**src/rtl/vip_amba_apb_cmdq_pkg.sv**
```systemverilog
// Shared types and constants for the APB command queue.
package vip_amba_apb_cmdq_pkg;

  // Sequencer states
  typedef enum logic [2:0] {
    S_IDLE,
    S_REQ,
    S_SETUP,
    S_ACCESS,
    S_CHECK,
    S_RESP,
    S_COOL
  } cmdq_state_t;

  // Default command layout (32-bit address/data), used as the FIFO's default payload
  localparam int unsigned CMDQ_ADDR_W = 32;
  localparam int unsigned CMDQ_DATA_W = 32;

  typedef struct packed {
    logic                     rd_wr;
    logic [CMDQ_ADDR_W-1:0]   addr;
    logic [CMDQ_DATA_W/8-1:0] strb;
    logic [CMDQ_DATA_W-1:0]   wdata;
  } cmdq_cmd_t;

  // Idle cycles after a timeout so the bridge's forced return to IDLE settles
  localparam int unsigned COOL_CYCLES = 2;

endpackage

```
**src/rtl/vip_amba_apb_cmdq_fifo.sv**
```systemverilog
// Synchronous command FIFO with a struct-wide payload, full/empty flags and count.
module vip_amba_apb_cmdq_fifo
  import vip_amba_apb_cmdq_pkg::*;
#(
  parameter int unsigned DEPTH     = 4,
  parameter type         payload_t = cmdq_cmd_t
) (
  input  logic                     PCLK,
  input  logic                     PRESET,
  input  logic                     push,
  input  payload_t                 wr_data,
  input  logic                     pop,
  output payload_t                 rd_data,
  output logic                     full,
  output logic                     empty,
  output logic [$clog2(DEPTH):0]   count
);

  localparam int unsigned AW = $clog2(DEPTH);
  localparam logic [AW:0] FULL_CNT = (AW+1)'(DEPTH);

  payload_t        mem [DEPTH];
  logic [AW-1:0]   wr_ptr;
  logic [AW-1:0]   rd_ptr;
  logic            do_push;
  logic            do_pop;

  assign full    = (count == FULL_CNT);
  assign empty   = (count == '0);
  assign do_push = push && !full;
  assign do_pop  = pop && !empty;
  assign rd_data = mem[rd_ptr];

  // Storage write; contents need no reset since count gates visibility
  always_ff @(posedge PCLK) begin
    if (do_push) mem[wr_ptr] <= wr_data;
  end

  // Pointer and occupancy tracking
  always_ff @(posedge PCLK or posedge PRESET) begin
    if (PRESET) begin
      wr_ptr <= '0;
      rd_ptr <= '0;
      count  <= '0;
    end else begin
      if (do_push) wr_ptr <= wr_ptr + 1'b1;
      if (do_pop)  rd_ptr <= rd_ptr + 1'b1;
      case ({do_push, do_pop})
        2'b10:   count <= count + 1'b1;
        2'b01:   count <= count - 1'b1;
        default: count <= count;
      endcase
    end
  end

endmodule

```
**src/rtl/vip_amba_apb_cmd_queue.sv**
```systemverilog
// Queues CPU-side APB commands and issues them one at a time to the APB bridge
// BFM CPU port, returning one response per command in push order.
// Optional: define VIP_AMBA_APB_CMDQ_RETRY_EN to reissue a command once after
// its first timeout.
module vip_amba_apb_cmd_queue
  import vip_amba_apb_cmdq_pkg::*;
#(
  parameter int unsigned ADDRESS_WIDTH = 32,
  parameter int unsigned DATA_WIDTH    = 32,
  parameter int unsigned DATA_STROBE   = DATA_WIDTH/8,
  parameter int unsigned CMD_DEPTH     = 4
) (
  input  logic                     PCLK,
  input  logic                     PRESET,
  input  logic                     cmd_valid,
  output logic                     cmd_ready,
  input  logic                     cmd_rd_wr,
  input  logic [ADDRESS_WIDTH-1:0] cmd_addr,
  input  logic [DATA_STROBE-1:0]   cmd_strb,
  input  logic [DATA_WIDTH-1:0]    cmd_wdata,
  output logic                     rsp_valid,
  input  logic                     rsp_ready,
  output logic [DATA_WIDTH-1:0]    rsp_rdata,
  output logic                     rsp_err,
  output logic                     rsp_timeout,
  output logic                     rsp_retried,
  output logic                     bridge_resetn,
  output logic                     bridge_valid_txn,
  output logic                     bridge_slave_sel,
  output logic                     bridge_rd_wr,
  output logic [ADDRESS_WIDTH-1:0] bridge_address,
  output logic [DATA_STROBE-1:0]   bridge_strb,
  output logic [DATA_WIDTH-1:0]    bridge_wdata,
  input  logic                     bridge_ready_for_txn,
  input  logic                     bridge_done,
  input  logic                     bridge_err,
  input  logic                     bridge_timeout,
  input  logic [DATA_WIDTH-1:0]    bridge_rdata
);

  typedef struct packed {
    logic                     rd_wr;
    logic [ADDRESS_WIDTH-1:0] addr;
    logic [DATA_STROBE-1:0]   strb;
    logic [DATA_WIDTH-1:0]    wdata;
  } cmd_t;

  cmdq_state_t                  state;
  cmd_t                         push_cmd;
  cmd_t                         head_cmd;
  cmd_t                         hold;
  logic                         fifo_full;
  logic                         fifo_empty;
  logic [$clog2(CMD_DEPTH):0]   fifo_count;
  logic                         fifo_pop;
  logic [1:0]                   cool_cnt;
  logic                         unused_sig;

  // Completion is taken from ready_for_txn, which covers both PREADY and PSLVERR aborts
  assign unused_sig = ^{bridge_done, fifo_count};

  assign push_cmd  = '{rd_wr: cmd_rd_wr, addr: cmd_addr, strb: cmd_strb, wdata: cmd_wdata};
  assign cmd_ready = bridge_resetn && !fifo_full;
  assign fifo_pop  = (state == S_IDLE) && !fifo_empty;

  assign bridge_slave_sel = bridge_valid_txn;
  assign bridge_rd_wr     = hold.rd_wr;
  assign bridge_address   = hold.addr;
  assign bridge_strb      = hold.strb;
  assign bridge_wdata     = hold.wdata;

  vip_amba_apb_cmdq_fifo #(
    .DEPTH     (CMD_DEPTH),
    .payload_t (cmd_t)
  ) u_fifo (
    .PCLK    (PCLK),
    .PRESET  (PRESET),
    .push    (cmd_valid && cmd_ready),
    .wr_data (push_cmd),
    .pop     (fifo_pop),
    .rd_data (head_cmd),
    .full    (fifo_full),
    .empty   (fifo_empty),
    .count   (fifo_count)
  );

  // Bridge reset follows PRESET release by one registered edge
  always_ff @(posedge PCLK or posedge PRESET) begin
    if (PRESET) bridge_resetn <= 1'b0;
    else        bridge_resetn <= 1'b1;
  end

`ifdef VIP_AMBA_APB_CMDQ_RETRY_EN
  logic retried_q;
  assign rsp_retried = retried_q;
`else
  assign rsp_retried = 1'b0;
`endif

  // Command sequencer: one outstanding command, registered bridge and response outputs
  always_ff @(posedge PCLK or posedge PRESET) begin
    if (PRESET) begin
      state            <= S_IDLE;
      hold             <= '0;
      bridge_valid_txn <= 1'b0;
      rsp_valid        <= 1'b0;
      rsp_rdata        <= '0;
      rsp_err          <= 1'b0;
      rsp_timeout      <= 1'b0;
      cool_cnt         <= '0;
`ifdef VIP_AMBA_APB_CMDQ_RETRY_EN
      retried_q        <= 1'b0;
`endif
    end else begin
      case (state)
        S_IDLE: begin
          if (!fifo_empty) begin
            hold             <= head_cmd;
            bridge_valid_txn <= 1'b1;
            rsp_rdata        <= '0;
            rsp_err          <= 1'b0;
            rsp_timeout      <= 1'b0;
`ifdef VIP_AMBA_APB_CMDQ_RETRY_EN
            retried_q        <= 1'b0;
`endif
            state            <= S_REQ;
          end
        end
        S_REQ: begin
          if (bridge_ready_for_txn) state <= S_SETUP;
        end
        S_SETUP: begin
          bridge_valid_txn <= 1'b0;
          if (bridge_timeout) begin
            rsp_timeout <= 1'b1;
            rsp_err     <= 1'b0;
            cool_cnt    <= 2'(COOL_CYCLES - 1);
            state       <= S_COOL;
          end else begin
            state <= S_ACCESS;
          end
        end
        S_ACCESS: begin
          if (bridge_timeout) begin
            rsp_timeout <= 1'b1;
            rsp_err     <= 1'b0;
            cool_cnt    <= 2'(COOL_CYCLES - 1);
            state       <= S_COOL;
          end else if (bridge_ready_for_txn) begin
            rsp_rdata <= hold.rd_wr ? '0 : bridge_rdata;
            state     <= S_CHECK;
          end
        end
        S_CHECK: begin
          // Bridge error flag is valid one cycle after the access ends
          rsp_err   <= bridge_err;
          rsp_valid <= 1'b1;
          state     <= S_RESP;
        end
        S_COOL: begin
          if (cool_cnt == '0) begin
`ifdef VIP_AMBA_APB_CMDQ_RETRY_EN
            if (!retried_q) begin
              retried_q        <= 1'b1;
              rsp_timeout      <= 1'b0;
              bridge_valid_txn <= 1'b1;
              state            <= S_REQ;
            end else begin
              rsp_valid <= 1'b1;
              state     <= S_RESP;
            end
`else
            rsp_valid <= 1'b1;
            state     <= S_RESP;
`endif
          end else begin
            cool_cnt <= cool_cnt - 1'b1;
          end
        end
        S_RESP: begin
          if (rsp_ready) begin
            rsp_valid <= 1'b0;
            state     <= S_IDLE;
          end
        end
        default: state <= S_IDLE;
      endcase
    end
  end

endmodule

```
**config.mk**
```make
export PLATFORM = sky130hd
export DESIGN_NAME = vip_amba_apb_cmd_queue
export DESIGN_NICKNAME = d
export VERILOG_FILES = /design/src/rtl/vip_amba_apb_cmdq_pkg.sv /design/src/rtl/vip_amba_apb_cmdq_fifo.sv /design/src/rtl/vip_amba_apb_cmd_queue.sv
export SDC_FILE = /design/constraint.sdc
export NUM_CORES = 1
export LEC_CHECK = 0
export CAP_MARGIN = 20
export CORE_AREA = 4 4 187 189
export DETAILED_ROUTE_END_ITERATION = 7
export DIE_AREA = 0 0 191 193
export DONT_BUFFER_PORTS = 1
export PLACE_DENSITY = 0.67
export SLEW_MARGIN = 0
export SYNTH_ARGS = -nofsm -noshare
export SYNTH_HDL_FRONTEND = slang
export SYNTH_SLANG_ARGS = --single-unit
```
**constraint.sdc**
```tcl
create_clock -name PCLK -period 4.7 [get_ports PCLK]
set_input_delay 0.705 -clock PCLK [delete_from_list [all_inputs] [get_ports PCLK]]
set_output_delay 0.705 -clock PCLK [all_outputs]
set_load 0.1 [all_outputs]
```
Figure 1. Signal wires on met3.
Drawn at 2 px/µm.
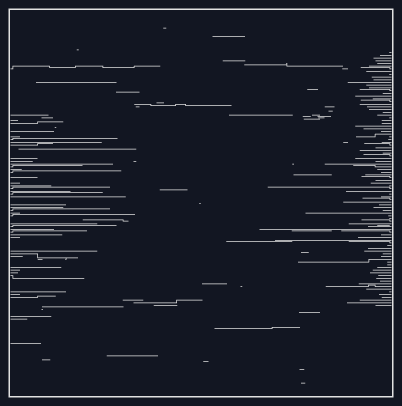
share of all routed wire	11%
wire length on this layer	3110 µm
longest straight run	65.7 µm
main direction	horizontal
nets with wire on the layer	155

Figure 2. Clock routing.
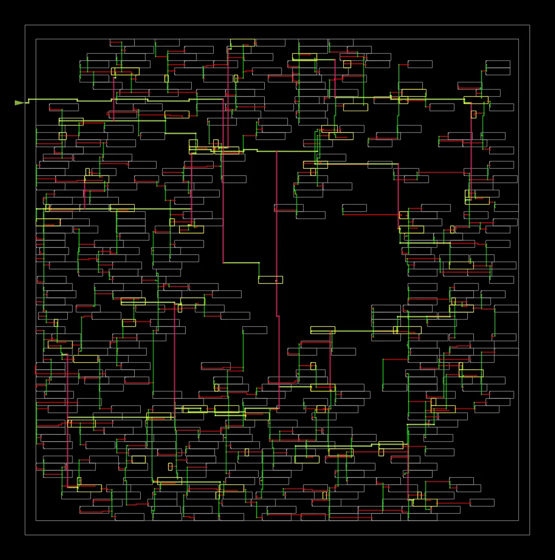
Worst-Skew Late Latency: 0.53 ns

Figure 3. Gate-type map.
Drawn at 1.5 px/µm.
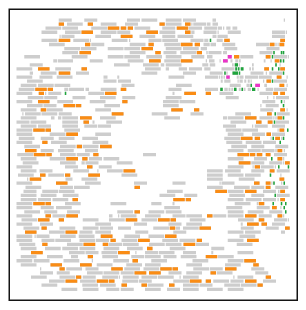
color	family	cells
magenta	non-inverting ao/oa cells	4
orange	mux cells	173
green	nand cells	46

==> impl_metrics.yaml <==
# yosys + openroad results
sta:
  slew_violations: 0
  fmax_ghz: 0.362
  rsz0062_at_grt: "false"
  min_period_ns: 2.76
  finalSetupViolCount: 0
  hold_violations: 0
  tightestPinTransition_ns: 1.01
  fin_skew_ns: 0.00910
  relSlewSlack: 0.330
layout:
  seq_share: 0.677
  syn_to_final_growth_pct: 11.6
  fill_cells: 2699
  comb.multi_input.count: 271
  fin_cells: 1243
  largestClassByArea: "sequential cells"
  comb_area_um2: 3290
  ff_count: 394
  diodes: 0
routing:
  met2_length_um: 13600
  via_per_inst: 5.30
  wl_met1_um: 11000
  dr.max_layer_used: "met4"
  drc: 0
  wl_per_cell_um: 22.7
  first_pass_iters: 4
  num_vias: 6588
  drtAntennaViolNets: 0
  drt_wl_total_um: 28200
setup_path:
  reg2reg_depth: 5
  setup.worst_path.end: "u_fifo.mem[1][43]"
  timing.rr.start: "bridge_resetn"
  startpoint: "bridge_resetn"
  crit_arrival_ns: 2.97
  cp-start-kind: "flip-flop"
  r2r_slack_ns: 1.94
  slowest_stage: "and3_4"
  path_cells: "buf_4, a21boi_2, buf_4, and3_4, buf_4"
  critPathCaptureType: "flip-flop"
  critical_path_peak_fanout: 53
  worstPathRequired_ns: 4.91
  worstSetupPathType: "reg -> reg"
run_status:
  status: "finished, final reports clean"
yosys:
  avgSynthCellArea_um2: 20.1
  mux_share: 0.180
  synth_warnings: 0
  ys_cells: 740
  fp_nets: 856
  top_area_frac: 0.556
  yosysTopAreaCell: "edfxtp_1"
  xor_area_frac: 0.00353
  simple_gate_share: 0.0194
  synthAoiAreaFrac: 0.00890
  ys_types: 38
  seq_area_frac_synth: 0.754
  ys_chip_area_um2: 14900
  yosys.area_share.adder: 0.00638
  ff_type: "edfxtp_1"
clocking:
  cts_tree: "built"
  ctsHoldBuffers: 0
  htreeDepth: 2
  ctsRootBufferMaster: "clkbuf_16"
  cts-resized-gates: 0
  clk_pin_slew_ns: 0.06
floorplanning:
  die_w_um: 191
  die_area_um2: 36900
  io_pins: 218
  nWellTaps: 448
  die_y_um: 193
global_route:
  track_usage: 0.154
  grt_util_met3: 0.0711
  met1_usage: 0.183
  grt_max_degree: 81
  top_usage_layer: "met2"
  antenna_found_initial: 0
  grt.overflow.total: 0
  grt_pass1_wl_um: 43100
run:
  warnings: 30
  maxCapViolations: 0
place:
  gp_congestion: 0.691
  dp_cells: 1165
## flip-flops by register name, indices dropped and copies added (netlist names)
name	cells
bridge_address	32
bridge_slave_sel	1
u_fifo.wr_ptr	2
bridge_resetn	1
u_fifo.mem	276
bridge_rd_wr	1
rsp_err	1
u_fifo.rd_ptr	2
bridge_wdata	32
state	3
cool_cnt	2
rsp_timeout	1
rsp_rdata	32
bridge_strb	4
rsp_valid	1
u_fifo.count	3
## through the flow
step	cell area, µm²	util	hold WS [ns]	setup WS [ns]
3_3_place_gp	15400	0.461	0.475	1.87
3_5_place_dp	15400	0.462	0.490	1.85
4_1_cts	16600	0.500	0.221	1.87
6_report	16600	0.500	0.204	1.94
5_1_grt	16600	0.500	0.227	1.77
2_1_floorplan	14900	-	0.449	0.478
